### The metal 4 layer

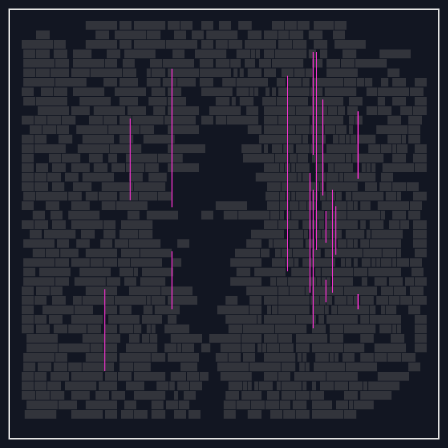
### Cells colored by class

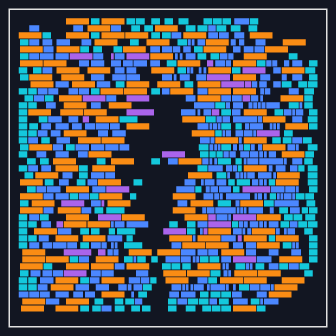
File: src/rtl/wb_stage_pkg.sv
`default_nettype none
// ============================================================================
//  Module      : wb_stage_pkg
//  Description : Shared CPU definitions for the write-back stage.
//                Holds the load-size encodings, the link register index and
//                the link-buffer state encoding.
//  Revision    : 1.0  initial release
// ============================================================================
package wb_stage_pkg;

    // MemRead_mem encodings
    localparam logic [1:0] MEMREAD_NONE = 2'b00;
    localparam logic [1:0] MEMREAD_WORD = 2'b01;
    localparam logic [1:0] MEMREAD_BYTE = 2'b10;
    localparam logic [1:0] MEMREAD_HALF = 2'b11;

    // Register written by jump-and-link
    localparam int JAL_REG_IDX = 31;

    // One-entry link-write buffer
    typedef enum logic [0:0] {
        BUF_EMPTY = 1'b0,
        BUF_HELD  = 1'b1
    } buf_state_e;

endpackage : wb_stage_pkg
`default_nettype wire

File: src/rtl/wb_stage_load_align.sv
`default_nettype none
// ============================================================================
//  Module      : load_align
//  Description : Combinational load extractor. Selects the byte / halfword
//                addressed by the low address bits and sign-extends it.
//  Ports       : mem_read  [1:0]  load size (00 none, 01 word, 10 byte, 11 half)
//                offset    [1:0]  byte offset within the word
//                rdata     [DW]   raw memory word
//                load_data [DW]   aligned, extended result
//  Revision    : 1.0  initial release
// ============================================================================
module load_align
    import wb_stage_pkg::*;
#(
    parameter int DW = 32
) (
    input  logic [1:0]    mem_read,
    input  logic [1:0]    offset,
    input  logic [DW-1:0] rdata,
    output logic [DW-1:0] load_data
);

    logic [7:0]  byte_sel;
    logic [15:0] half_sel;

    always_comb begin
        byte_sel = rdata[7:0];
        case (offset)
            2'd0:    byte_sel = rdata[7:0];
            2'd1:    byte_sel = rdata[15:8];
            2'd2:    byte_sel = rdata[23:16];
            default: byte_sel = rdata[31:24];
        endcase

        // offset[0] on a half load is a misalignment; it is ignored and the
        // half selected by offset[1] is returned without trapping.
        half_sel = offset[1] ? rdata[31:16] : rdata[15:0];

        load_data = rdata;
        case (mem_read)
            MEMREAD_BYTE: load_data = {{(DW-8){byte_sel[7]}}, byte_sel};
            MEMREAD_HALF: load_data = {{(DW-16){half_sel[15]}}, half_sel};
            MEMREAD_WORD: load_data = rdata;
            default:      load_data = rdata;
        endcase
    end

endmodule : load_align
`default_nettype wire

File: src/rtl/wb_stage.sv
`default_nettype none
// ============================================================================
//  Module      : wb_stage
//  Description : MEM/WB pipeline register and write-back selection, with a
//                dedicated link-register write port. A link write that lands
//                in the same cycle as a normal write to the link register is
//                parked in a one-entry buffer and issued the following cycle.
//  Ports       : clk, reset (async, active-low)
//                stall / flush          stage register control
//                *_mem                  MEM-stage instruction fields
//                jal_req, jal_wdata_in  link-write request and value
//                RegWrite_wb, rd_wb, data_wb   register-file write port
//                jal_en, jal_wdata      link write port
//                wb_busy                link buffer occupied
//  Revision    : 1.0  initial release
// ============================================================================
module wb_stage
    import wb_stage_pkg::*;
#(
    parameter int DW      = 32,
    parameter int RW      = 5,
    parameter int JAL_REG = JAL_REG_IDX
) (
    input  logic          clk,
    input  logic          reset,
    input  logic          stall,
    input  logic          flush,
    input  logic          valid_mem,
    input  logic          RegWrite_mem,
    input  logic          MemtoReg_mem,
    input  logic [1:0]    MemRead_mem,
    input  logic [RW-1:0] rd_mem,
    input  logic [DW-1:0] Aluout_mem,
    input  logic [DW-1:0] Rdata_mem,
    input  logic          jal_req,
    input  logic [DW-1:0] jal_wdata_in,
    output logic          RegWrite_wb,
    output logic [RW-1:0] rd_wb,
    output logic [DW-1:0] data_wb,
    output logic          jal_en,
    output logic [DW-1:0] jal_wdata,
    output logic          wb_busy
);

    // ---------------------------------------------------------------- stage
    logic          valid_q,      valid_d;
    logic          reg_write_q,  reg_write_d;
    logic          mem_to_reg_q, mem_to_reg_d;
    logic [1:0]    mem_read_q,   mem_read_d;
    logic [RW-1:0] rd_q,         rd_d;
    logic [DW-1:0] alu_out_q,    alu_out_d;
    logic [DW-1:0] rdata_q,      rdata_d;

    // ----------------------------------------------------------------- link
    buf_state_e    buf_state_q,  buf_state_d;
    logic [DW-1:0] buf_data_q,   buf_data_d;
    logic          jal_en_q,     jal_en_d;
    logic [DW-1:0] jal_wdata_q,  jal_wdata_d;

    logic          jal_accept;
    logic          next_writes_link;
    logic [DW-1:0] load_data;

    always_comb begin
        valid_d      = valid_q;
        reg_write_d  = reg_write_q;
        mem_to_reg_d = mem_to_reg_q;
        mem_read_d   = mem_read_q;
        rd_d         = rd_q;
        alu_out_d    = alu_out_q;
        rdata_d      = rdata_q;

        // flush wins over stall: a flushed slot always becomes a bubble
        if (!stall || flush) begin
            valid_d      = valid_mem;
            reg_write_d  = RegWrite_mem;
            mem_to_reg_d = MemtoReg_mem;
            mem_read_d   = MemRead_mem;
            rd_d         = rd_mem;
            alu_out_d    = Aluout_mem;
            rdata_d      = Rdata_mem;
        end
        if (flush) begin
            valid_d     = 1'b0;
            reg_write_d = 1'b0;
        end
    end

    // Collision is judged against the write the stage will present next
    // cycle, which is the same cycle the link write would issue.
    assign next_writes_link = valid_d && reg_write_d && (rd_d == RW'(JAL_REG));
    assign jal_accept       = jal_req && (buf_state_q == BUF_EMPTY);

    always_comb begin
        buf_state_d = buf_state_q;
        buf_data_d  = buf_data_q;
        jal_en_d    = 1'b0;
        jal_wdata_d = jal_wdata_q;

        case (buf_state_q)
            BUF_EMPTY: begin
                if (jal_accept) begin
                    if (next_writes_link) begin
                        buf_state_d = BUF_HELD;
                        buf_data_d  = jal_wdata_in;
                    end else begin
                        jal_en_d    = 1'b1;
                        jal_wdata_d = jal_wdata_in;
                    end
                end
            end
            BUF_HELD: begin
                // New requests are refused while held, so the buffered write
                // always issues before any younger link write.
                if (!next_writes_link) begin
                    jal_en_d    = 1'b1;
                    jal_wdata_d = buf_data_q;
                    buf_state_d = BUF_EMPTY;
                end
            end
            default: buf_state_d = BUF_EMPTY;
        endcase
    end

    always_ff @(posedge clk or negedge reset) begin
        if (!reset) begin
            valid_q      <= 1'b0;
            reg_write_q  <= 1'b0;
            mem_to_reg_q <= 1'b0;
            mem_read_q   <= MEMREAD_NONE;
            rd_q         <= '0;
            alu_out_q    <= '0;
            rdata_q      <= '0;
            buf_state_q  <= BUF_EMPTY;
            buf_data_q   <= '0;
            jal_en_q     <= 1'b0;
            jal_wdata_q  <= '0;
        end else begin
            valid_q      <= valid_d;
            reg_write_q  <= reg_write_d;
            mem_to_reg_q <= mem_to_reg_d;
            mem_read_q   <= mem_read_d;
            rd_q         <= rd_d;
            alu_out_q    <= alu_out_d;
            rdata_q      <= rdata_d;
            buf_state_q  <= buf_state_d;
            buf_data_q   <= buf_data_d;
            jal_en_q     <= jal_en_d;
            jal_wdata_q  <= jal_wdata_d;
        end
    end

    load_align #(
        .DW (DW)
    ) u_load_align (
        .mem_read  (mem_read_q),
        .offset    (alu_out_q[1:0]),
        .rdata     (rdata_q),
        .load_data (load_data)
    );

    assign RegWrite_wb = valid_q && reg_write_q && (rd_q != '0);
    assign rd_wb       = rd_q;
    assign data_wb     = mem_to_reg_q ? load_data : alu_out_q;
    assign jal_en      = jal_en_q;
    assign jal_wdata   = jal_wdata_q;
    assign wb_busy     = (buf_state_q == BUF_HELD);

endmodule : wb_stage
`default_nettype wire

File: config.mk
export PLATFORM = sky130hd
export DESIGN_NAME = wb_stage
export DESIGN_NICKNAME = d
export VERILOG_FILES = /design/src/rtl/wb_stage_pkg.sv /design/src/rtl/wb_stage_load_align.sv /design/src/rtl/wb_stage.sv
export SDC_FILE = /design/constraint.sdc
export NUM_CORES = 1
export LEC_CHECK = 0
export CAP_MARGIN = 0
export CORE_MARGIN = 3
export CORE_UTILIZATION = 49
export CTS_BUF_LIST = sky130_fd_sc_hd__clkbuf_16
export DETAILED_ROUTE_END_ITERATION = 10
export HOLD_SLACK_MARGIN = 0.08
export MAX_ROUTING_LAYER = met4
export PLACE_DENSITY = 0.81
export SETUP_SLACK_MARGIN = 0.3
export SYNTH_ARGS = -nofsm -noshare
export SYNTH_HDL_FRONTEND = slang
export SYNTH_SLANG_ARGS = --single-unit
File: constraint.sdc
create_clock -name clk -period 2.8 [get_ports clk]
set_clock_uncertainty 0.2 [all_clocks]
set_input_delay 0.56 -clock clk [delete_from_list [all_inputs] [get_ports clk]]
set_output_delay 0.56 -clock clk [all_outputs]
set_load 0.03 [all_outputs]
==> impl_metrics.json <==
{
  "design.final.nets": 843,
  "design.core.area_um2": 13300,
  "asyncSetResetFlopFracSynth_pct": 100.0,
  "critical_path.reg2reg.endpoint": "jal_wdata[6]",
  "flop_cell": "dfrtp_1",
  "final.setup.tns_ns": -0.1222,
  "routability_cong": 0.9241,
  "num_vias": 5119,
  "final_min_period_over_clock_period_pct": 100.8,
  "ctsLongestPathBuffers": 2,
  "number_of_max_slew_violations_in_the_final_report": 0,
  "clock_insertion_delay_at_the_later_pin_of_the_skew_report_ns": 0.42,
  "cts.clk_slew.worst_paths_ns": 0.06,
  "vias_in_the_first_global_route": 5396,
  "area_leaders": "dfrtp_1 (52%), mux2_2 (22%), mux2_4 (6.7%)",
  "die_w_um": 122.7,
  "postRouteWirelength_mm": 18.46,
  "detailedRoute.firstIterationViolations": 526,
  "ff2ff_path_depth": 5,
  "worst-setup-path-type": "reg2out",
  "synth-seq-area-share_pct": 52.48,
  "netlist_instances": 530,
  "synth-warning-count": 0,
  "final-setup-viol-count": 12,
  "worst_r2r_startpoint": "wb_busy",
  "crit_path_max_fanout": 6,
  "netlist_area_um2": 6675,
  "pwr_density_cell_nw_per_um2": 610.1,
  "cts_tree": "yes",
  "floorplan.io_pins": 183,
  "rows": 42,
  "global_route.usage.total_pct": 25.63,
  "violations_in_the_final_reports": "setup timing",
  "tool_warnings": 29,
  "syn_to_final_growth_pct": 48.90,
  "startpoint_type": "flop",
  "design.die.area_um2": 15060,
  "top_cells_by_count": "dfrtp_1 (140), mux2_2 (129), nand2_1 (38)",
  "synth-edff-count": 0,
  "chipHeight_um": 122.7,
  "worst_hold_path_class": "reg2reg",
  "drive_gt1_share_pct": 43.22,
  "per_instance_average_area_after_synthesis_um2": 12.59,
  "min_period_ns": 2.822,
  "cts_num_sinks": 140,
  "dp_hpwl_mm": 11.98,
  "synth.ff_latch_count": 140,
  "grt_overflow": 0,
  "timing.hold.ws_ns": 0.2966,
  "ys_area_um2": 6675,
  "startpoint": "mem_read_q[0]",
  "wl_per_cell_um": 20.02,
  "timing.slew.headroom_pct": 60.93,
  "yosysTopAreaCell": "dfrtp_1",
  "grt_antenna_before_repair": 1,
  "critical_path.endpoint_type": "output port",
  "vias_per_cell": 5.552,
  "p_leak_uw": 0.004371,
  "worst_pin_slew_ns": 0.5860,
  "worst_path_arrival_ns": 2.06,
  "grt_start_max_net_pins": 78,
  "setup.worst_path.end": "data_wb[19]",
  "cts_root_buf": "clkbuf_16",
  "n_fill_cell": 813,
  "top_cell_area_share_pct": 52.48,
  "total_iterations_of_the_first_detailed_routing_run": 5,
  "max_clock_freq_mhz": 354.4,
  "mappedNetlistNets": 641,
  "io_buffers": 182,
  "regToRegSetupSlack_ns": 0.78,
  "postRouteAntennaNets": 0,
  "tritoncts.num_buffers": 17,
  "grt_setup_unrepaired": "true",
  "drc": 0,
  "cts_htree_levels": 4,
  "initCoreUtil_pct": 50.21,
  "synth_cell_type_count": 35,
  "hold_violations": 0,
  "worstPathRequired_ns": 2.04,
  "ir_drop_mv": 0.3973,
  "timing.final.ws_setup_ns": -0.02153,
  "run_status": "finished with violations",
  "grt_first_pass_wirelength_mm": 28.84,
  "maxCapViolCount": 0,
  "yosysMostFrequentCell": "dfrtp_1",
  "synth_stat.cells": 530
}
Notes on 'The metal 4 layer' above:
share of all routed wire = 2.3%
main direction = vertical

Notes on 'Cells colored by class' above:
orange -> sequential cells  # cells 140
blue -> combinational and other logic  # cells 355
purple -> clock drivers and dummy loads  # cells 32
cyan -> remaining buffers and delay cells  # cells 218

-- critical path, stage by stage (launching register included) --
cell	delay, ns
dfrtp_2	0.45
or3b_4	0.41
o22ai_4	0.19
a21oi_4	0.12
a21oi_1	0.25
buf_4	0.22
-- layout make-up --
class	count	area, um^2	area share (%)
clock buffer	17	425.4	4.280
inverter	9	46.29	0.4658
clock inverter	15	172.7	1.737
multi-input combinational	346	3333	33.53
sequential	140	3506	35.27
tap	176	220.2	2.216
timing repair buffer	218	2233	22.47
antenna	1	2.502	0.02518
-- power by group --
part | internal (uW) | leakage [uW] | total [uW] | switching, uW
sequential | 2180 | 0.00171 | 2310 | 125
combinational | 724 | 0.00238 | 1460 | 738
clock | 1400 | 0.000285 | 2290 | 896
-- cells in the final DEF, fill, tap and decap left out, types with 9 or more instances in the layout --
cell / count
clkdlybuf4s50_1: 148
dfrtp_1: 138
mux2_2: 129
buf_6: 41
nand2_1: 37
mux2_4: 30
nor2_1: 29
buf_4: 20
o21ai_0: 17
clkbuf_16: 17
a21oi_2: 14
a21oi_4: 11
nand3_1: 10
inv_1: 9
-- how the worst min path moves through the flow --
stage	cells after the start	from	slack [ns]	end
final	1	rdata_q[2]	0.30	rdata_q[2]
after global routing	1	rdata_q[2]	0.32	rdata_q[2]
after CTS	1	rdata_q[2]	0.30	rdata_q[2]
after detailed placement	1	rdata_q[2]	0.29	rdata_q[2]
after global placement	1	alu_out_q[6]	0.28	alu_out_q[6]
after floorplan	0	reset	0.06	alu_out_q[0]
-- through the flow --
step / utilization, % / std cells / total power, uW / area [um^2] / worst slack (ns)
after global placement: 65.40 / 873 / 3525 / 8695 / 0.1304
final: 74.76 / 922 / 6064 / 9940 / -0.02153
after CTS: 73.83 / 916 / 6036 / 9816 / -0.01868
after detailed placement: 65.40 / 873 / 3560 / 8695 / 0.03933
after floorplan: - / 530 / 2984 / 6705 / 0.1764
after global routing: 74.76 / 922 / 6282 / 9940 / -0.09180
-- sequential cells by signal, indices dropped and copies added, names as in the netlist, 2 cells and up --
signal / flops
rd_wb: 5
alu_out_q: 32
jal_wdata: 32
buf_data_q: 32
rdata_q: 32
mem_read_q: 2
-- routing by layer --
layer  up-vias  routed length, um  track usage [%]
li1       2291                  -                -
met1      2532               7440            31.48
met2       262               9064            40.90
met3        34               1532            7.558
met4         0                425            8.328
met5         -                  0                -
-- repair_timing --
| action | 4_1_cts | 5_1_grt |
|---|---|---|
| pin swaps | 17 | 13 |
| setup buffers | 9 | 4 |
| endpoints found under the hold margin | 59 | 0 |
| setup endpoints to repair | 33 | 33 |
| hold buffers | 1 | 0 |
| resized | 116 | 15 |
| cloned | 1 | 1 |
-- cell families after synthesis --
kind of cell	Yosys count	share of synthesized area, %
AOI/OAI and AO/OA	77	7.254
buffers and inverters	44	3.337
muxes	165	29.47
and+or+nand+nor	104	7.461
DFF	140	52.48
Power and IR drop assume default switching activity.
